<file path="config.mk">
export PLATFORM = sky130hd
export DESIGN_NAME = shop_db_ctrl
export DESIGN_NICKNAME = d
export VERILOG_FILES = /design/src/rtl/shop_db_ctrl.sv
export SDC_FILE = /design/constraint.sdc
export NUM_CORES = 2
export LEC_CHECK = 0
export ABC_AREA = 1
export CAP_MARGIN = 25
export CELL_PAD_IN_SITES_DETAIL_PLACEMENT = 1
export CELL_PAD_IN_SITES_GLOBAL_PLACEMENT = 1
export CORE_AREA = 2 2 477 479
export CTS_BUF_LIST = sky130_fd_sc_hd__clkbuf_16
export DETAILED_ROUTE_END_ITERATION = 10
export DIE_AREA = 0 0 479 481
export PLACE_DENSITY_LB_ADDON = 0.3
export SKIP_CTS_REPAIR_TIMING = 1
export SYNTH_ARGS = -nofsm -noshare
export SYNTH_HDL_FRONTEND = slang
export SYNTH_SLANG_ARGS = --single-unit
export TNS_END_PERCENT = 100
</file>
<file path="constraint.sdc">
create_clock -name i_clk -period 5.6 [get_ports i_clk]
set_input_delay 0.84 -clock i_clk [delete_from_list [all_inputs] [get_ports i_clk]]
set_output_delay 0.84 -clock i_clk [all_outputs]
set_load 0.1 [all_outputs]
</file>
<file path="src/rtl/shop_db_ctrl.sv">
// Table-backed shop command front end: one ASCII token in, one ASCII response out.
// Optional feature macro: SHOP_ABORT_EN ("Abort" cancels any pending dialogue).
module shop_db_ctrl #(
    parameter int TOK_CHARS  = 9,
    parameter int MAX_USERS  = 4,
    parameter int MAX_ITEMS  = 8,
    parameter int STOCK_BITS = 8,
    parameter logic [TOK_CHARS*8-1:0] ADMIN_NAME = (TOK_CHARS*8)'("Adm"),
    parameter logic [TOK_CHARS*8-1:0] ADMIN_PASS = (TOK_CHARS*8)'("Pw0")
) (
    input  logic                    i_clk,
    input  logic                    i_reset_n,
    input  logic                    i_rdy,
    input  logic [TOK_CHARS*8-1:0]  i_a,
    input  logic [STOCK_BITS-1:0]   i_u,
    output logic [71:0]             o_a,
    output logic                    o_vld,
    output logic [2:0]              o_dbg_state
);
    localparam int TW  = TOK_CHARS * 8;
    localparam int UIW = (MAX_USERS > 1) ? $clog2(MAX_USERS) : 1;
    localparam int IIW = (MAX_ITEMS > 1) ? $clog2(MAX_ITEMS) : 1;

    localparam logic [TW-1:0] K_LOGIN   = TW'("Login");
    localparam logic [TW-1:0] K_LOGOUT  = TW'("Logout");
    localparam logic [TW-1:0] K_ADDUSR  = TW'("AddUsr");
    localparam logic [TW-1:0] K_DELUSR  = TW'("DelUsr");
    localparam logic [TW-1:0] K_ADDITEM = TW'("AddItem");
    localparam logic [TW-1:0] K_DELITEM = TW'("DelItem");
    localparam logic [TW-1:0] K_BUY     = TW'("Buy");
`ifdef SHOP_ABORT_EN
    localparam logic [TW-1:0] K_ABORT   = TW'("Abort");
`endif

    typedef enum logic [2:0] {
        S_CMD, S_USERNAME, S_PASSWORD, S_ITEM_NAME, S_ITEM_STOCK
    } state_t;
    typedef enum logic [2:0] {
        C_LOGIN, C_ADDUSR, C_DELUSR, C_ADDITEM, C_DELITEM, C_BUY
    } cmd_t;

    state_t state;
    cmd_t   cmd_q;
    logic   logged_in;
    logic [UIW-1:0] cur_user, sel_user;
    logic [TW-1:0]  new_name;

    logic [TW-1:0]         user_name [MAX_USERS];
    logic [TW-1:0]         user_pass [MAX_USERS];
    logic [MAX_USERS-1:0]  user_vld, user_adm;
    logic [TW-1:0]         item_name  [MAX_ITEMS];
    logic [STOCK_BITS-1:0] item_stock [MAX_ITEMS];
    logic [UIW-1:0]        item_owner [MAX_ITEMS];
    logic [MAX_ITEMS-1:0]  item_vld;

    logic u_hit, u_free, i_hit, i_free, is_admin;
    logic [UIW-1:0] u_hit_idx, u_free_idx;
    logic [IIW-1:0] i_hit_idx, i_free_idx;

    assign o_dbg_state = state;
    assign is_admin    = logged_in && user_adm[cur_user];

    // Descending scan so the lowest matching / free slot wins.
    always_comb begin
        u_hit = 1'b0; u_hit_idx = '0; u_free = 1'b0; u_free_idx = '0;
        i_hit = 1'b0; i_hit_idx = '0; i_free = 1'b0; i_free_idx = '0;
        for (int i = MAX_USERS - 1; i >= 0; i--) begin
            if (user_vld[i] && i_a != '0 && user_name[i] == i_a) begin
                u_hit = 1'b1; u_hit_idx = UIW'(i);
            end
            if (!user_vld[i]) begin
                u_free = 1'b1; u_free_idx = UIW'(i);
            end
        end
        for (int i = MAX_ITEMS - 1; i >= 0; i--) begin
            if (item_vld[i] && i_a != '0 && item_name[i] == i_a) begin
                i_hit = 1'b1; i_hit_idx = IIW'(i);
            end
            if (!item_vld[i]) begin
                i_free = 1'b1; i_free_idx = IIW'(i);
            end
        end
    end

    always_ff @(posedge i_clk or negedge i_reset_n) begin
        if (!i_reset_n) begin
            state     <= S_CMD;
            cmd_q     <= C_LOGIN;
            logged_in <= 1'b0;
            cur_user  <= '0;
            sel_user  <= '0;
            new_name  <= '0;
            o_a       <= 72'("Cmd?");
            o_vld     <= 1'b0;
            user_vld  <= '0;
            user_adm  <= '0;
            item_vld  <= '0;
            for (int i = 0; i < MAX_USERS; i++) begin
                user_name[i] <= '0;
                user_pass[i] <= '0;
            end
            for (int i = 0; i < MAX_ITEMS; i++) begin
                item_name[i]  <= '0;
                item_stock[i] <= '0;
                item_owner[i] <= '0;
            end
            user_name[0] <= ADMIN_NAME;
            user_pass[0] <= ADMIN_PASS;
            user_vld[0]  <= 1'b1;
            user_adm[0]  <= 1'b1;
        end else begin
            o_vld <= i_rdy;
            if (i_rdy) begin
`ifdef SHOP_ABORT_EN
                if (state != S_CMD && i_a == K_ABORT) begin
                    o_a   <= 72'("Aborted");
                    state <= S_CMD;
                end else
`endif
                begin
                    case (state)
                        S_CMD: begin
                            if (i_a == K_LOGIN) begin
                                if (logged_in) o_a <= 72'("InvalPerm");
                                else begin
                                    o_a <= 72'("Usrname?"); cmd_q <= C_LOGIN; state <= S_USERNAME;
                                end
                            end else if (i_a == K_LOGOUT) begin
                                if (logged_in) begin
                                    o_a <= 72'("LoggedOut"); logged_in <= 1'b0; cur_user <= '0;
                                end else o_a <= 72'("InvalPerm");
                            end else if (i_a == K_ADDUSR || i_a == K_DELUSR) begin
                                if (!is_admin) o_a <= 72'("InvalPerm");
                                else if (i_a == K_ADDUSR && !u_free) o_a <= 72'("UsrsFull");
                                else begin
                                    o_a   <= 72'("Usrname?");
                                    cmd_q <= (i_a == K_ADDUSR) ? C_ADDUSR : C_DELUSR;
                                    state <= S_USERNAME;
                                end
                            end else if (i_a == K_ADDITEM || i_a == K_DELITEM || i_a == K_BUY) begin
                                if (!logged_in) o_a <= 72'("InvalPerm");
                                else if (i_a == K_ADDITEM && !i_free) o_a <= 72'("ItmsFull");
                                else begin
                                    o_a <= 72'("ItmName?");
                                    if (i_a == K_ADDITEM)      cmd_q <= C_ADDITEM;
                                    else if (i_a == K_DELITEM) cmd_q <= C_DELITEM;
                                    else                       cmd_q <= C_BUY;
                                    state <= S_ITEM_NAME;
                                end
                            end else o_a <= 72'("InvalCmd");
                        end
                        S_USERNAME: begin
                            state <= S_CMD;
                            if (cmd_q == C_LOGIN) begin
                                if (!u_hit) o_a <= 72'("UsrUnknwn");
                                else begin
                                    sel_user <= u_hit_idx; o_a <= 72'("Passwd?"); state <= S_PASSWORD;
                                end
                            end else if (cmd_q == C_ADDUSR) begin
                                if (u_hit) o_a <= 72'("UsrTaken");
                                else begin
                                    new_name <= i_a; o_a <= 72'("Passwd?"); state <= S_PASSWORD;
                                end
                            end else if (i_a == ADMIN_NAME) o_a <= 72'("NoDelAdmn");
                            else if (!u_hit) o_a <= 72'("UsrUnknwn");
                            else begin
                                // Items owned by a deleted user go with it.
                                user_vld[u_hit_idx] <= 1'b0;
                                for (int j = 0; j < MAX_ITEMS; j++)
                                    if (item_owner[j] == u_hit_idx) item_vld[j] <= 1'b0;
                                o_a <= 72'("UsrDeletd");
                            end
                        end
                        S_PASSWORD: begin
                            state <= S_CMD;
                            if (cmd_q == C_LOGIN) begin
                                if (user_pass[sel_user] == i_a) begin
                                    logged_in <= 1'b1; cur_user <= sel_user; o_a <= 72'("LoggedIn");
                                end else o_a <= 72'("BadPass");
                            end else begin
                                user_vld[u_free_idx]  <= 1'b1;
                                user_adm[u_free_idx]  <= 1'b0;
                                user_name[u_free_idx] <= new_name;
                                user_pass[u_free_idx] <= i_a;
                                o_a <= 72'("UsrAdded");
                            end
                        end
                        S_ITEM_NAME: begin
                            state <= S_CMD;
                            if (cmd_q == C_ADDITEM) begin
                                if (i_hit) o_a <= 72'("ItmExists");
                                else begin
                                    new_name <= i_a; o_a <= 72'("Stock?"); state <= S_ITEM_STOCK;
                                end
                            end else if (!i_hit) o_a <= 72'("ItmUnknwn");
                            else if (cmd_q == C_DELITEM) begin
                                if (item_owner[i_hit_idx] != cur_user && !is_admin) o_a <= 72'("NtYourItm");
                                else begin
                                    item_vld[i_hit_idx] <= 1'b0; o_a <= 72'("ItmDeletd");
                                end
                            end else if (item_stock[i_hit_idx] == '0) o_a <= 72'("NoStock");
                            else begin
                                item_stock[i_hit_idx] <= item_stock[i_hit_idx] - STOCK_BITS'(1);
                                o_a <= 72'("ItmBought");
                            end
                        end
                        default: begin
                            item_vld[i_free_idx]   <= 1'b1;
                            item_name[i_free_idx]  <= new_name;
                            item_stock[i_free_idx] <= i_u;
                            item_owner[i_free_idx] <= cur_user;
                            o_a   <= 72'("ItmAdded");
                            state <= S_CMD;
                        end
                    endcase
                end
            end
        end
    end
endmodule
</file>
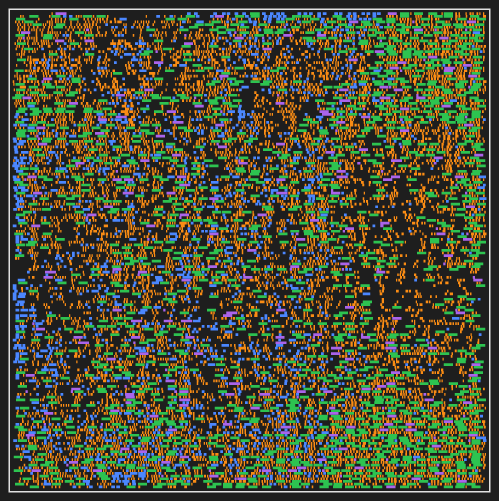
**Above:** placed cells, one colour a class.
(1 px per um)
legend:
  remaining buffers and delay cells:
    colour: blue
    cells: 1659
    share_of_their_area: 16%
  remaining logic cells:
    colour: orange
    cells: 8973
    share_of_their_area: 42%
  clock drivers and dummy loads:
    colour: purple
    cells: 321
    share_of_their_area: 5.9%
  registers:
    colour: green
    cells: 1388
    share_of_their_area: 36%

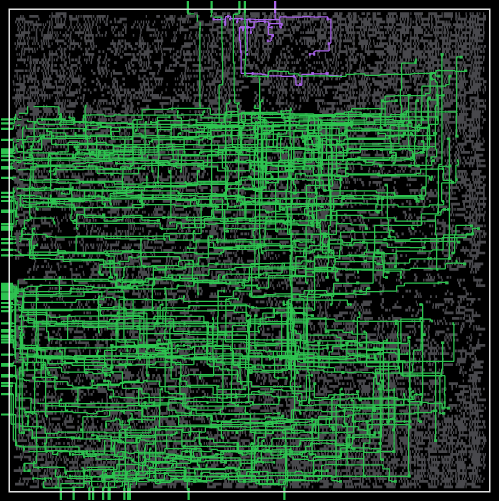
**Above:** wires at chosen ports, followed through buffers.
(1 px per um)
legend:
  i_a:
    colour: green
    bits: 72
    direction: input
    edge: 56 left, 12 bottom, 4 top
    end_cells: 986
    wire: 50.0 mm
  i_rdy:
    colour: purple
    bits: 1
    direction: input
    edge: top
    end_cells: 32
    wire: 532 um

==> report_table.html <==
<h2>Synthesis and place &amp; route</h2>
<table>
<tr><th>Metric</th><th>Value</th></tr>
<tr><th colspan="2">Global routing</th></tr>
<tr><td>Routing layer with the top usage in global route</td><td>met2</td></tr>
<tr><td>Gr usage total</td><td>44.3%</td></tr>
<tr><td>Met1 track demand over resource</td><td>around 54%</td></tr>
<tr><td>Total overflow reported by the global router</td><td>0</td></tr>
<tr><td>Fraction of met3 tracks used by global routing</td><td>7.69%</td></tr>
<tr><td>Number of antenna violations at the first check in global routing</td><td>28</td></tr>
<tr><td>Largest net degree at the start of global routing</td><td>161</td></tr>
<tr><td>Via count of the first global-routing pass</td><td>a little under 90000</td></tr>
<tr><td>Global-route wire length before repair</td><td>708 mm</td></tr>
<tr><td>Met2 routing resource usage after global routing</td><td>between 60% and 70%</td></tr>
<tr><th colspan="2">Flow run</th></tr>
<tr><td>Log Warnings</td><td>60</td></tr>
<tr><td>Max Cap Violations</td><td>0</td></tr>
<tr><th colspan="2">Cells and area</th></tr>
<tr><td>Buffers outside the clock class</td><td>1659</td></tr>
<tr><td>Multi-input combinational area share</td><td>36.7%</td></tr>
<tr><td>Comb area</td><td>36900 um2</td></tr>
<tr><td>Largest register by flop count</td><td>item_name</td></tr>
<tr><td>Count of clock-net buffers in the final layout</td><td>between 150 and 200</td></tr>
<tr><td>Most used cells in the layout excluding fill and tap cells</td><td>sky130_fd_sc_hd__nand2_1, sky130_fd_sc_hd__o21ai_0, sky130_fd_sc_hd__dfrtp_1, sky130_fd_sc_hd__buf_4, sky130_fd_sc_hd__inv_1</td></tr>
<tr><td>Non-clock buffering overhead</td><td>approximately 15%</td></tr>
<tr><td>Regs by FF count</td><td>item_name (576), user_name (288), user_pass (288)</td></tr>
<tr><td>Fraction of layout instances using a drive strength above 1</td><td>~17%</td></tr>
<tr><td>Leading cell category by total area</td><td>logic gates</td></tr>
<tr><td>Portion of the layout cell area used by clock cells</td><td>around 5.7%</td></tr>
<tr><td>Number of combinational gates with multiple inputs</td><td>7884</td></tr>
<tr><td>Diode insertion count for antenna repair</td><td>12</td></tr>
<tr><td>Layout Area Growth over Synthesis</td><td>28.2%</td></tr>
<tr><td>Net count of the finished layout</td><td>12279</td></tr>
<tr><td>Flop count</td><td>between 1000 and 1500</td></tr>
<tr><td>Sequential cell area in the final layout</td><td>34800 um2</td></tr>
<tr><td>Invs w/o clock</td><td>1089</td></tr>
<tr><td>Cell area after layout</td><td>100000 um2</td></tr>
<tr><td>Largest register FFs</td><td>576</td></tr>
<tr><td>Fraction of area in registers</td><td>34.6%</td></tr>
<tr><td>Most used logic cell in the final layout</td><td>sky130_fd_sc_hd__nand2_1</td></tr>
<tr><th colspan="2">Synthesis</th></tr>
<tr><td>Proportion of netlist area held by the largest area contributor</td><td>around 43%</td></tr>
<tr><td>Async set-or-reset flop fraction in the synthesized netlist</td><td>100%</td></tr>
<tr><td>Avg Synthesized Cell Area</td><td>7.14 um2</td></tr>
<tr><td>Syn. warnings</td><td>0</td></tr>
<tr><td>Cell count after synthesis</td><td>10972</td></tr>
<tr><td>Most frequent cell after synthesis</td><td>sky130_fd_sc_hd__nand2_1</td></tr>
<tr><td>Simple-gate share of the synthesized area</td><td>between 30% and 40%</td></tr>
<tr><td>Main area contributors</td><td>sky130_fd_sc_hd__dfrtp_1, sky130_fd_sc_hd__nand2_1, sky130_fd_sc_hd__o21ai_0, sky130_fd_sc_hd__nor2_1, sky130_fd_sc_hd__inv_1</td></tr>
<tr><td>Sequential area share after synthesis</td><td>44.4%</td></tr>
<tr><td>Post-synthesis register bit count</td><td>approximately 1400</td></tr>
<tr><td>Biggest area consumer among synthesized cells</td><td>sky130_fd_sc_hd__dfrtp_1</td></tr>
<tr><td>Largest logic family</td><td>simple AND/OR/NAND/NOR gates</td></tr>
<tr><td>Count of unique library cells instantiated by Yosys</td><td>77</td></tr>
<tr><td>Flip-flops with a built-in enable</td><td>0</td></tr>
<tr><td>Multiplexer share of the synthesized area</td><td>0.0128%</td></tr>
<tr><td>Ranking of synthesized cells by instance count</td><td>sky130_fd_sc_hd__nand2_1, sky130_fd_sc_hd__o21ai_0, sky130_fd_sc_hd__dfrtp_1, sky130_fd_sc_hd__nor2_1, sky130_fd_sc_hd__inv_1</td></tr>
<tr><td>Total cells reported by yosys after synthesis</td><td>10972</td></tr>
<tr><td>Xor/xnor share</td><td>3.44%</td></tr>
<tr><td>Yosys chip area</td><td>78400 um2</td></tr>
<tr><td>Most frequently used flop master after synthesis</td><td>sky130_fd_sc_hd__dfrtp_1</td></tr>
<tr><td>Cell area after technology mapping</td><td>78400 um2</td></tr>
<tr><td>Yosys aoi share</td><td>between 10% and 20%</td></tr>
<tr><td>Fraction of the mapped netlist area in adder cells</td><td>0.0160%</td></tr>
<tr><th colspan="2">Clock network</th></tr>
<tr><td>TritonCTS buffer count</td><td>around 170</td></tr>
<tr><td>TritonCTS clock tree</td><td>yes</td></tr>
<tr><td>CTS clock-pin slew for the worst setup and hold paths</td><td>~0.06 ns</td></tr>
<tr><td>Insertion delay to the later sink of the worst-skew pair</td><td>between 0.9 and 1 ns</td></tr>
<tr><td>TritonCTS sink count</td><td>1388</td></tr>
<tr><td>Clock tree buffer depth</td><td>3</td></tr>
<tr><td>Master cell of the clock root buffer</td><td>sky130_fd_sc_hd__clkbuf_16</td></tr>
<tr><td>H-tree levels</td><td>4</td></tr>
<tr><th colspan="2">Setup path</th></tr>
<tr><td>R2r endpoint</td><td>o_a[58]$_DFFE_PN0P_</td></tr>
<tr><td>Most prevalent standard cell on the critical path</td><td>sky130_fd_sc_hd__nand2_1</td></tr>
<tr><td>WP data required</td><td>6.39 ns</td></tr>
<tr><td>Number of cells on the worst reg-to-reg path</td><td>30</td></tr>
<tr><td>Kind of critical path</td><td>in2reg</td></tr>
<tr><td>Maximum cell stage delay along the critical path</td><td>0.65 ns</td></tr>
<tr><td>Nature of the critical path startpoint</td><td>primary input</td></tr>
<tr><td>Endpoint of the most critical setup path</td><td>o_a[58]$_DFFE_PN0P_</td></tr>
<tr><td>Data arrival time at the worst-slack endpoint</td><td>around 6.1 ns</td></tr>
<tr><td>Highest net fanout along the worst path</td><td>5</td></tr>
<tr><td>Setup crit end kind</td><td>flip-flop</td></tr>
<tr><td>Slowest CP cell</td><td>sky130_fd_sc_hd__clkdlybuf4s50_1</td></tr>
<tr><td>R2R setup slack</td><td>around 0.57 ns</td></tr>
<tr><td>R2R Path Start</td><td>item_name[486]$_DFFE_PN0P_</td></tr>
<tr><td>Startpoint of the worst setup timing path</td><td>i_a[61]</td></tr>
<tr><th colspan="2">Hold path</th></tr>
<tr><td>WHS Endpoint</td><td>o_a[25]$_DFFE_PN1P_</td></tr>
<tr><td>Start point of the worst hold path</td><td>o_a[25]$_DFFE_PN1P_</td></tr>
<tr><td>Number of instances on the worst hold path</td><td>2</td></tr>
<tr><td>Worst hold path type</td><td>reg2reg</td></tr>
<tr><th colspan="2">Final timing</th></tr>
<tr><td>Final-report setup violation count</td><td>0</td></tr>
<tr><td>Post-route minimum period</td><td>5.28 ns</td></tr>
<tr><td>Slew @ Worst Pin</td><td>1.21 ns</td></tr>
<tr><td>Number of endpoints with negative hold slack in the final report</td><td>0</td></tr>
<tr><td>Final Max Tran Viols</td><td>0</td></tr>
<tr><td>Setup repair after global routing missed its margin</td><td>false</td></tr>
<tr><td>Setup Skew</td><td>0.0588 ns</td></tr>
<tr><td>Part of the cycle the worst path needs</td><td>94.3%</td></tr>
<tr><td>Worst hold slack after final layout</td><td>0.474 ns</td></tr>
<tr><td>Post-route setup TNS</td><td>0 ns</td></tr>
<tr><td>Upper clock frequency limit</td><td>189 MHz</td></tr>
<tr><th colspan="2">Die</th></tr>
<tr><td>Initial Utilization</td><td>34.7%</td></tr>
<tr><td>Tapcell count</td><td>3009</td></tr>
<tr><td>Row Count</td><td>175</td></tr>
<tr><td>Die extent in x</td><td>479 um</td></tr>
<tr><td>Boundary Pins</td><td>159</td></tr>
<tr><td>Floorplan Core Area</td><td>226000 um2</td></tr>
<tr><td>Chip height</td><td>481 um</td></tr>
<tr><td>Chip Footprint</td><td>approximately 230000 um2</td></tr>
<tr><th colspan="2">Routing</th></tr>
<tr><td>Final routed wirelength across all metal layers</td><td>between 500 and 600 mm</td></tr>
<tr><td>Number of detailed-route iterations in the first pass</td><td>6</td></tr>
<tr><td>Met2 wire length</td><td>between 200 and 250 mm</td></tr>
<tr><td>Vias after detailed routing</td><td>87521</td></tr>
<tr><td>Post-detailed-route wirelength per cell</td><td>33.8 um</td></tr>
<tr><td>Antenna violation net count after detailed routing</td><td>0</td></tr>
<tr><td>Sum of routed wire segments on met1</td><td>between 150 and 200 mm</td></tr>
<tr><td>Met3 WL</td><td>roughly 40 mm</td></tr>
<tr><td>Top routing layer in use</td><td>met5</td></tr>
<tr><td>1st-iter DRT viols</td><td>9949</td></tr>
<tr><td>DRC violation count after routing</td><td>0</td></tr>
<tr><th colspan="2">Placed design</th></tr>
<tr><td>IO buf count</td><td>144</td></tr>
<tr><td>Final HPWL DP</td><td>about 420 mm</td></tr>
<tr><td>Cell area reported after detailed placement</td><td>about 95000 um2</td></tr>
<tr><td>Placer's final routability congestion estimate</td><td>1.08</td></tr>
<tr><th colspan="2">Power</th></tr>
<tr><td>Power per cell area</td><td>451 nW/um2</td></tr>
<tr><td>Leakage component of the power</td><td>0.0495 uW</td></tr>
<tr><td>PnR Total Power</td><td>45300 uW</td></tr>
<tr><td>Peak supply drop</td><td>0.266 mV</td></tr>
<tr><th colspan="2">Run status</th></tr>
<tr><td>Result of the run</td><td>complete, no violations</td></tr>
</table>
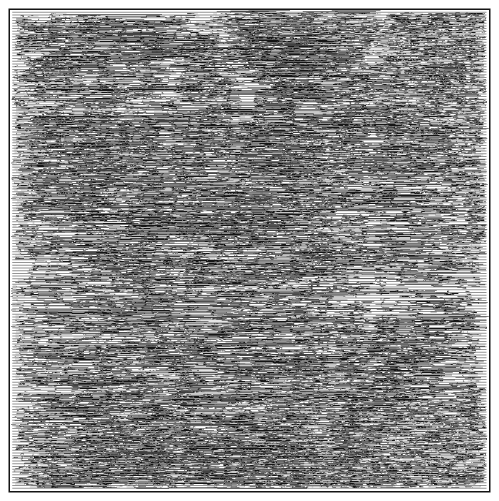
**Above:** M1 wires.
(1 px per um) Supply wires on this layer in grey.
wire length on this layer: 199 mm
main direction: horizontal

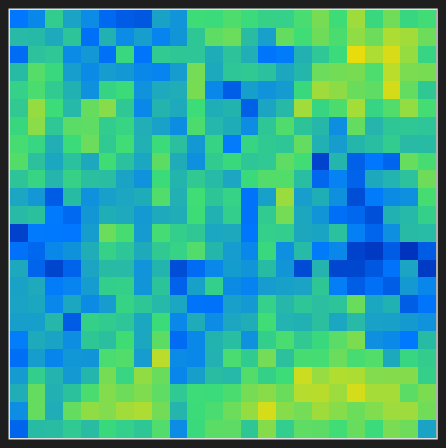
**Above:** placement density heat map.
24 x 24 tiles, from dark blue (low) to red (high), 0 to 100% covered.
emptiest ninth of the die: middle right
mean over tiles: 42%
fullest tile: 72%

-- through the flow --
step                      setup WS (ns)  utilization [%]  instances
after floorplan                    1.47                -      10984
after global placement           -0.366             41.9      15022
after detailed placement         -0.414             41.9      15026
after CTS                         0.493             44.5      15347
after global routing             0.0419             44.5      15354
final                             0.319             44.5      15362
-- critical path: cells and delay by family --
| kind | cells | cell delay [ns] |
|---|---|---|
| and+or+nand+nor | 20 | 2.55 |
| AOI/OAI and AO/OA | 1 | 0.40 |
| buffers and inverters | 11 | 2.00 |
| adders and majority gates | 1 | 0.25 |
-- power by group --
part	leakage, uW	total (uW)	internal (uW)	switching, uW
registers	0.0161	16000	13200	2760
clock network	0.00289	11500	6310	5190
logic	0.0305	17800	5700	12100
total	0.0495	45300	25200	20000
Power figures rest on the tool's default switching activity, not on a simulated workload.
